**The metal 1 layer**

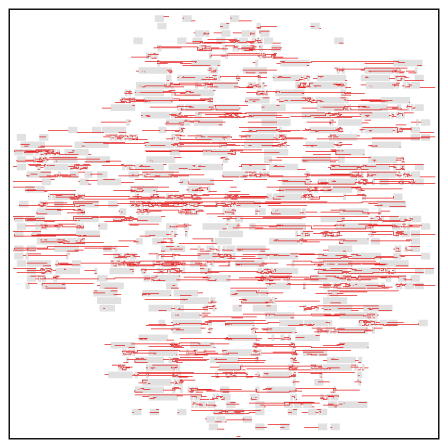
**The metal 2 layer**

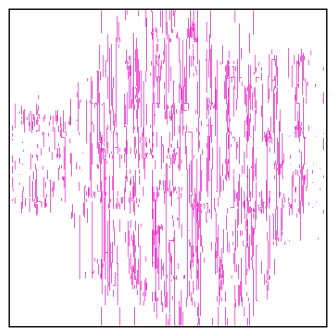
**Signal wires on met3**

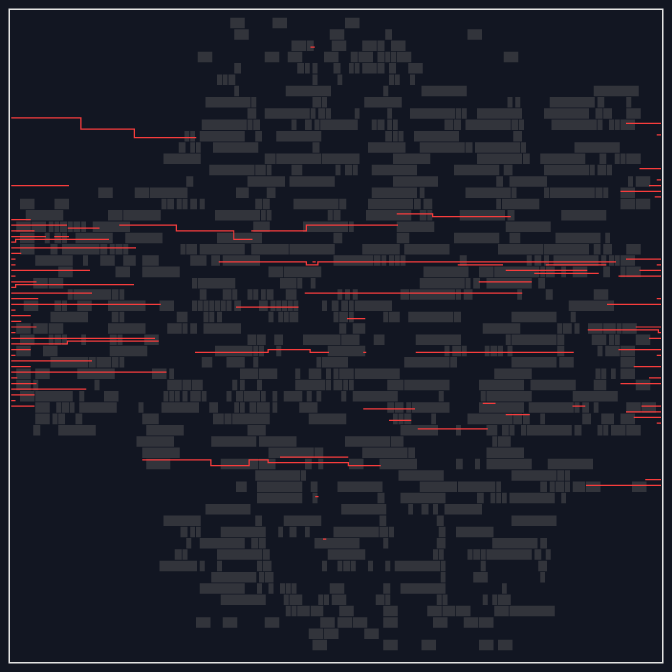
===== src/rtl/vram_responder_pkg.sv =====
`default_nettype none
// ============================================================================
//  Module   : vram_responder_pkg
//  Purpose  : Shared types and default widths for the video SRAM responder.
//  Revision : 1.0  initial release
// ============================================================================
package vram_responder_pkg;

    localparam int unsigned c_DEF_ADDR_W     = 17;
    localparam int unsigned c_DEF_DATA_W     = 8;
    localparam int unsigned c_DEF_FIFO_DEPTH = 4;

    typedef enum logic [2:0] {
        ST_SCAN     = 3'd0,
        ST_IDLE     = 3'd1,
        ST_WR_SETUP = 3'd2,
        ST_WR_PULSE = 3'd3,
        ST_RD_ADDR  = 3'd4,
        ST_RD_DONE  = 3'd5
    } state_t;

endpackage
`default_nettype wire


===== src/rtl/vram_responder_if.sv =====
`default_nettype none
// ============================================================================
//  Module   : vram_responder_if
//  Purpose  : Initiator-to-responder op_* bus (DMA / CPU side of video SRAM).
//  Revision : 1.0  initial release
// ============================================================================
interface vram_responder_if
    import vram_responder_pkg::*;
#(
    parameter int ADDR_W = c_DEF_ADDR_W,
    parameter int DATA_W = c_DEF_DATA_W
);
    logic [ADDR_W-1:0] op_addr;
    logic [DATA_W-1:0] op_wdata;
    logic              op_re;
    logic              op_we;
    logic              op_wait;
    logic [DATA_W-1:0] op_rdata;
    logic              op_rvalid;

    modport master (
        output op_addr, op_wdata, op_re, op_we,
        input  op_wait, op_rdata, op_rvalid
    );

    modport slave (
        input  op_addr, op_wdata, op_re, op_we,
        output op_wait, op_rdata, op_rvalid
    );
endinterface
`default_nettype wire


===== src/rtl/vram_responder_wfifo.sv =====
`default_nettype none
// ============================================================================
//  Module   : vram_wfifo
//  Purpose  : Posted-write FIFO; pointers carry a wrap bit so full/empty come
//             straight from a pointer compare. Push and pop may coincide.
//  Revision : 1.0  initial release
// ============================================================================
module vram_wfifo
    import vram_responder_pkg::*;
#(
    parameter int WIDTH = c_DEF_ADDR_W + c_DEF_DATA_W,
    parameter int DEPTH = c_DEF_FIFO_DEPTH
) (
    input  wire logic                     clk,
    input  wire logic                     rst_n,
    input  wire logic                     push,
    input  wire logic [WIDTH-1:0]         wdata,
    input  wire logic                     pop,
    output logic      [WIDTH-1:0]         rdata,
    output logic                          full,
    output logic                          empty,
    output logic      [$clog2(DEPTH):0]   level
);
    localparam int c_AW = $clog2(DEPTH);

    logic [c_AW:0]      r_wr_ptr;
    logic [c_AW:0]      r_rd_ptr;
    logic [WIDTH-1:0]   r_mem [DEPTH];
    logic               w_do_push;
    logic               w_do_pop;

    assign empty     = (r_wr_ptr == r_rd_ptr);
    assign full      = (r_wr_ptr[c_AW] != r_rd_ptr[c_AW]) &&
                       (r_wr_ptr[c_AW-1:0] == r_rd_ptr[c_AW-1:0]);
    assign level     = r_wr_ptr - r_rd_ptr;
    assign rdata     = r_mem[r_rd_ptr[c_AW-1:0]];
    assign w_do_push = push && !full;
    assign w_do_pop  = pop && !empty;

    // Pointer update; reset discards any queued entries.
    always_ff @(posedge clk or negedge rst_n) begin
        if (!rst_n) begin
            r_wr_ptr <= '0;
            r_rd_ptr <= '0;
        end else begin
            if (w_do_push) r_wr_ptr <= r_wr_ptr + 1'b1;
            if (w_do_pop)  r_rd_ptr <= r_rd_ptr + 1'b1;
        end
    end

    // Storage array, no reset needed since pointers gate visibility.
    always_ff @(posedge clk) begin
        if (w_do_push) r_mem[r_wr_ptr[c_AW-1:0]] <= wdata;
    end
endmodule
`default_nettype wire


===== src/rtl/vram_responder.sv =====
`default_nettype none
// ============================================================================
//  Module   : vram_responder
//  Purpose  : Shares one async video SRAM between VGA scan-out (active video)
//             and op_* bus traffic (blanking). Writes are posted into a FIFO
//             and drained in blanking; reads wait until the FIFO is empty.
//  Revision : 1.0  initial release
// ============================================================================
module vram_responder
    import vram_responder_pkg::*;
#(
    parameter int ADDR_W     = c_DEF_ADDR_W,
    parameter int DATA_W     = c_DEF_DATA_W,
    parameter int FIFO_DEPTH = c_DEF_FIFO_DEPTH
) (
    input  wire logic              clk,
    input  wire logic              rst_n,
    vram_responder_if.slave        bus,
    input  wire logic              vga_blank,
    input  wire logic [ADDR_W-1:0] pix_addr,
    output logic      [DATA_W-1:0] pix_data,
    output logic                   pix_valid,
    output logic      [ADDR_W-1:0] sram_addr,
    output logic      [DATA_W-1:0] sram_dq_o,
    output logic                   sram_dq_oe,
    input  wire logic [DATA_W-1:0] sram_dq_i,
    output logic                   sram_oe_n,
    output logic                   sram_we_n
);
    localparam int c_LVL_W = $clog2(FIFO_DEPTH) + 1;

    state_t               r_state;
    logic                 r_rd_pend;
    logic [ADDR_W-1:0]    r_rd_addr;
    logic [DATA_W-1:0]    r_rdata;
    logic                 r_rvalid;
    logic [DATA_W-1:0]    r_pix_data;
    logic                 r_pix_valid;

    logic                 w_full;
    logic                 w_empty;
    logic [c_LVL_W-1:0]   w_level;
    logic [ADDR_W+DATA_W-1:0] w_head;
    logic [ADDR_W-1:0]    w_head_addr;
    logic [DATA_W-1:0]    w_head_data;
    logic                 w_push;
    logic                 w_pop;
    logic                 w_rd_acc;

    // A pending read blocks writes so the read can never be overtaken.
    assign w_push   = bus.op_we && !w_full && !r_rd_pend;
    // A held op_re in the op_rvalid cycle is the completing request, not a new one.
    assign w_rd_acc = bus.op_re && !bus.op_we && !r_rd_pend && !r_rvalid;
    assign w_pop    = (r_state == ST_WR_PULSE);

    assign w_head_addr = w_head[DATA_W +: ADDR_W];
    assign w_head_data = w_head[DATA_W-1:0];

    vram_wfifo #(
        .WIDTH (ADDR_W + DATA_W),
        .DEPTH (FIFO_DEPTH)
    ) u_wfifo (
        .clk   (clk),
        .rst_n (rst_n),
        .push  (w_push),
        .wdata ({bus.op_addr, bus.op_wdata}),
        .pop   (w_pop),
        .rdata (w_head),
        .full  (w_full),
        .empty (w_empty),
        .level (w_level)
    );

    // Arbitration FSM plus registered read/pixel results.
    always_ff @(posedge clk or negedge rst_n) begin
        if (!rst_n) begin
            r_state     <= ST_SCAN;
            r_rd_pend   <= 1'b0;
            r_rd_addr   <= '0;
            r_rdata     <= '0;
            r_rvalid    <= 1'b0;
            r_pix_data  <= '0;
            r_pix_valid <= 1'b0;
        end else begin
            r_rvalid    <= 1'b0;
            r_pix_valid <= 1'b0;
            if (w_rd_acc) begin
                r_rd_pend <= 1'b1;
                r_rd_addr <= bus.op_addr;
            end
            case (r_state)
                ST_SCAN: begin
                    r_pix_data  <= sram_dq_i;
                    r_pix_valid <= 1'b1;
                    if (vga_blank) r_state <= ST_IDLE;
                end
                ST_IDLE: begin
                    if (!vga_blank)     r_state <= ST_SCAN;
                    else if (!w_empty)  r_state <= ST_WR_SETUP;
                    else if (r_rd_pend) r_state <= ST_RD_ADDR;
                end
                ST_WR_SETUP: r_state <= ST_WR_PULSE;
                ST_WR_PULSE: begin
                    // Chain straight into the next entry for a 2-cycle drain rate.
                    if (!vga_blank)                       r_state <= ST_SCAN;
                    else if (w_level > c_LVL_W'(1))       r_state <= ST_WR_SETUP;
                    else                                  r_state <= ST_IDLE;
                end
                ST_RD_ADDR: r_state <= vga_blank ? ST_RD_DONE : ST_SCAN;
                ST_RD_DONE: begin
                    // Abort keeps the request pending for the next blank.
                    if (vga_blank) begin
                        r_rdata   <= sram_dq_i;
                        r_rvalid  <= 1'b1;
                        r_rd_pend <= 1'b0;
                        r_state   <= ST_IDLE;
                    end else begin
                        r_state   <= ST_SCAN;
                    end
                end
                default: r_state <= ST_SCAN;
            endcase
        end
    end

    // SRAM pin decode; pins sit idle while reset is asserted.
    always_comb begin
        sram_addr  = '0;
        sram_dq_o  = '0;
        sram_dq_oe = 1'b0;
        sram_oe_n  = 1'b1;
        sram_we_n  = 1'b1;
        if (rst_n) begin
            case (r_state)
                ST_SCAN: begin
                    sram_addr = pix_addr;
                    sram_oe_n = 1'b0;
                end
                ST_WR_SETUP: begin
                    sram_addr  = w_head_addr;
                    sram_dq_o  = w_head_data;
                    sram_dq_oe = 1'b1;
                end
                ST_WR_PULSE: begin
                    sram_addr  = w_head_addr;
                    sram_dq_o  = w_head_data;
                    sram_dq_oe = 1'b1;
                    sram_we_n  = 1'b0;
                end
                ST_RD_ADDR, ST_RD_DONE: begin
                    sram_addr = r_rd_addr;
                    sram_oe_n = 1'b0;
                end
                default: ;
            endcase
        end
    end

    assign bus.op_wait   = rst_n && (r_rd_pend || (bus.op_we && w_full) ||
                                     (bus.op_re && !bus.op_we && !r_rvalid));
    assign bus.op_rdata  = r_rdata;
    assign bus.op_rvalid = r_rvalid;
    assign pix_data      = r_pix_data;
    assign pix_valid     = r_pix_valid;
endmodule
`default_nettype wire


===== src/flat_wrapper.sv =====
// flat-port wrapper written by rule: the top's interface ports become plain ports
module vram_responder_flat import vram_responder_pkg::*;
#(
    parameter int ADDR_W     = c_DEF_ADDR_W,
    parameter int DATA_W     = c_DEF_DATA_W,
    parameter int FIFO_DEPTH = c_DEF_FIFO_DEPTH
)
  (clk, rst_n, vga_blank, pix_addr, pix_data, pix_valid, sram_addr, sram_dq_o, sram_dq_oe, sram_dq_i, sram_oe_n, sram_we_n, bus_op_addr, bus_op_wdata, bus_op_re, bus_op_we, bus_op_wait, bus_op_rdata, bus_op_rvalid);
  vram_responder_if #(.ADDR_W(ADDR_W), .DATA_W(DATA_W)) bus_i ();
  input  wire logic clk;
  input  wire logic rst_n;
  input  wire logic vga_blank;
  input  wire logic [ADDR_W-1:0] pix_addr;
  output logic      [DATA_W-1:0] pix_data;
  output logic pix_valid;
  output logic      [ADDR_W-1:0] sram_addr;
  output logic      [DATA_W-1:0] sram_dq_o;
  output logic sram_dq_oe;
  input  wire logic [DATA_W-1:0] sram_dq_i;
  output logic sram_oe_n;
  output logic sram_we_n;
  input wire logic [$bits(bus_i.op_addr)-1:0] bus_op_addr;
  input wire logic [$bits(bus_i.op_wdata)-1:0] bus_op_wdata;
  input wire logic [$bits(bus_i.op_re)-1:0] bus_op_re;
  input wire logic [$bits(bus_i.op_we)-1:0] bus_op_we;
  output wire logic [$bits(bus_i.op_wait)-1:0] bus_op_wait;
  output wire logic [$bits(bus_i.op_rdata)-1:0] bus_op_rdata;
  output wire logic [$bits(bus_i.op_rvalid)-1:0] bus_op_rvalid;
  assign bus_i.op_addr = bus_op_addr;
  assign bus_i.op_wdata = bus_op_wdata;
  assign bus_i.op_re = bus_op_re;
  assign bus_i.op_we = bus_op_we;
  assign bus_op_wait = bus_i.op_wait;
  assign bus_op_rdata = bus_i.op_rdata;
  assign bus_op_rvalid = bus_i.op_rvalid;
  vram_responder #(.ADDR_W(ADDR_W), .DATA_W(DATA_W), .FIFO_DEPTH(FIFO_DEPTH)) u_core (.clk(clk), .rst_n(rst_n), .bus(bus_i), .vga_blank(vga_blank), .pix_addr(pix_addr), .pix_data(pix_data), .pix_valid(pix_valid), .sram_addr(sram_addr), .sram_dq_o(sram_dq_o), .sram_dq_oe(sram_dq_oe), .sram_dq_i(sram_dq_i), .sram_oe_n(sram_oe_n), .sram_we_n(sram_we_n));
endmodule

===== config.mk =====
export PLATFORM = sky130hd
export DESIGN_NAME = vram_responder_flat
export DESIGN_NICKNAME = d
export VERILOG_FILES = /design/src/rtl/vram_responder_pkg.sv /design/src/rtl/vram_responder_if.sv /design/src/rtl/vram_responder_wfifo.sv /design/src/rtl/vram_responder.sv /design/src/flat_wrapper.sv
export SDC_FILE = /design/constraint.sdc
export NUM_CORES = 1
export LEC_CHECK = 0
export ABC_AREA = 1
export CORE_UTILIZATION = 27
export DETAILED_ROUTE_END_ITERATION = 10
export PLACE_DENSITY = 0.44
export SETUP_SLACK_MARGIN = 0.4
export SLEW_MARGIN = 10
export SYNTH_ARGS = -nofsm -noshare
export SYNTH_HDL_FRONTEND = slang
export SYNTH_HIERARCHICAL = 1
export SYNTH_SLANG_ARGS = --single-unit

===== constraint.sdc =====
create_clock -name clk -period 6.27 [get_ports clk]
set_clock_uncertainty 0.05 [all_clocks]
set_input_delay 1.881 -clock clk [delete_from_list [all_inputs] [get_ports clk]]
set_output_delay 1.881 -clock clk [all_outputs]
set_load 0.005 [all_outputs]

==> summary.txt <==
run metrics: CTS max path bufs 2, fraction of area in multi-input gates 0.223, Worst EP arrival about 3.5 ns, Seq power 1350 µW, RSZ-0062 raised after global routing no, registers 145, Fin Hold WS between 0.4 and 0.5 ns, Int Pwr about 2300 µW, CTS tree built, number of non-clock inverters in the layout approximately 77, flop share of the area 0.494, Finished Core Util 0.356, initial antenna violation count 0, Core ar. 0.0235 mm², first-pass GRT wire length between 20000 and 30000 µm, CTS Hold Bufs 0, CP endpoint bus_op_wait, Synthesis Warnings 6, metal3 WL ~1200 µm, Routability Congestion around 0.8, Die ar. 0.0246 mm², GRT overflow 0, CP bufs+invs 4, Final setup viols 0, Reg-to-Reg Start u_core/u_wfifo/r_rd_ptr[0]$_DFFE_PN0P_, Log Warnings 30, Setup Fix Bufs, Post-CTS 0, Comb pwr share 0.345, share of cells above drive strength 1 0.126, Seq. cell area 0.00413 mm², GRT Util Overall 0.148, NetSw approximately 1300 µW, crit path time final about 5.4 ns, Slew Viols, Final 0, CTS buffer count 17, Critical Path End Type primary output, fp_density 0.276, Die W 157 µm, Largest cell class registers, maximum clock rate about 180 MHz, number of global-route vias before repair 4691, final non-filler cell total ~1000, required time worst endpoint about 4.3 ns, Hold Path End u_core/r_rd_addr[0]$_DFFE_PN0P_, CP Launch Type primary input, final period utilization 0.866, DP HPWL 10500 µm, Tot Pwr between 3000 and 4000 µW, Top delay family on crit path buffers and inverters, # diodes 0, dominant logic cell type in the layout nand2_1, PD cells about 430 mW/mm², Mapped Nets 677, Worst Path Max Fanout 20, Levels on crit path 5, worst vdd ir 158 µV, sw frac 0.367, Sequential Power Share 0.375, Max Used Layer met4, clk slew on worst S/H paths about 0.06 ns, Setup TNS Final 0 ns, Placed Cells 1017, comb pwr 1240 µW, non-clk buf share 0.129, Post-route DRC 0, PostCTS Resize Cnt 0, iteration tally of the first detailed-router pass 4, max reg flops ~100, R2R setup slack 2.57 ns, HP Class flip-flop to flip-flop, via/cell ratio 4.38, clk_buf instances 17, Setup Crit Path Kind primary input to primary output, die height about 160 µm, # fillers between 2000 and 2500, met1 Track Usage GR 0.181, io pins between 100 and 150, Slew headroom 0.307, Comb gates 365, drt wl/cell between 15 and 20 µm, number of max-cap violations 0, Syn-to-layout area delta 29.1%, slew at the pin closest to its max-slew limit 1.04 ns, FF-to-FF path depth 9, Max H-tree Level 4, Crit-path slowest cell clkdlybuf4s50_1, Post-DP Area 0.00776 mm², Synth Cell Area about 0.0065 mm², Final WS setup ~0.84 ns, status finished, final reports clean, logic area between 0.0015 and 0.002 mm², grt peak-use layer met2, clk pwr approximately 1000 µW, met1 wire length 7410 µm, WL met2 around 8100 µm, Pwr top sequential cells, LEAKAGE between 0.003 and 0.004 µW, DP Worst Slack approximately 0.81 ns, min-delay src u_core/r_rd_addr[0]$_DFFE_PN0P_, n_taps ~320, Top cells excl fill/tap 113 x nand2_1, 100 x clkdlybuf4s50_1, 100 x edfxtp_1, 68 x nor2_1, 65 x inv_1, CP peak stage delay 0.56 ns, Syn Area/Cell 10.5 µm², Clk network pwr share 0.280, nets between 700 and 800, final antenna-violating net count 0, Hold Path Depth 2, post-route cell area 0.00836 mm², # port buffers slightly above 100, r2r endpoint u_core/u_wfifo/r_mem[0][18]$_DFFE_PP_, Clock-cell share 0.0711, Worst setup startpoint rst_n, row cnt around 56, Cell Chain, Critical Path buf_2 > clkinv_1 > buf_4 > a31oi_1 > clkdlybuf4s50_1, initial detailed-routing violation count roughly 260, final hold violations 0, bufs w/o clock 111, CTS sink cnt approximately 150, clk root buf clkbuf_16, largest net degree at the start of global routing roughly 55, Mapped Cells a little over 600, Late-Pin Clk Latency between 0.4 and 0.5 ns
Notes on 'the metal 1 layer' above:
- nets with wire on the layer: 700
- longest straight run: 55.2 µm
- wire length on this layer: 7410 µm
Routed WL: 16900 µm
via count: 4594

Notes on 'the metal 2 layer' above:
- nets with wire on the layer: 590
- main direction: vertical
met2 Track Usage GR: 0.242

Notes on 'signal wires on met3' above:
- main direction: horizontal
- nets with wire on the layer: 82
- wire length on this layer: 1160 µm
M3 GR Usage: 0.0512

Power and IR drop assume default switching activity.
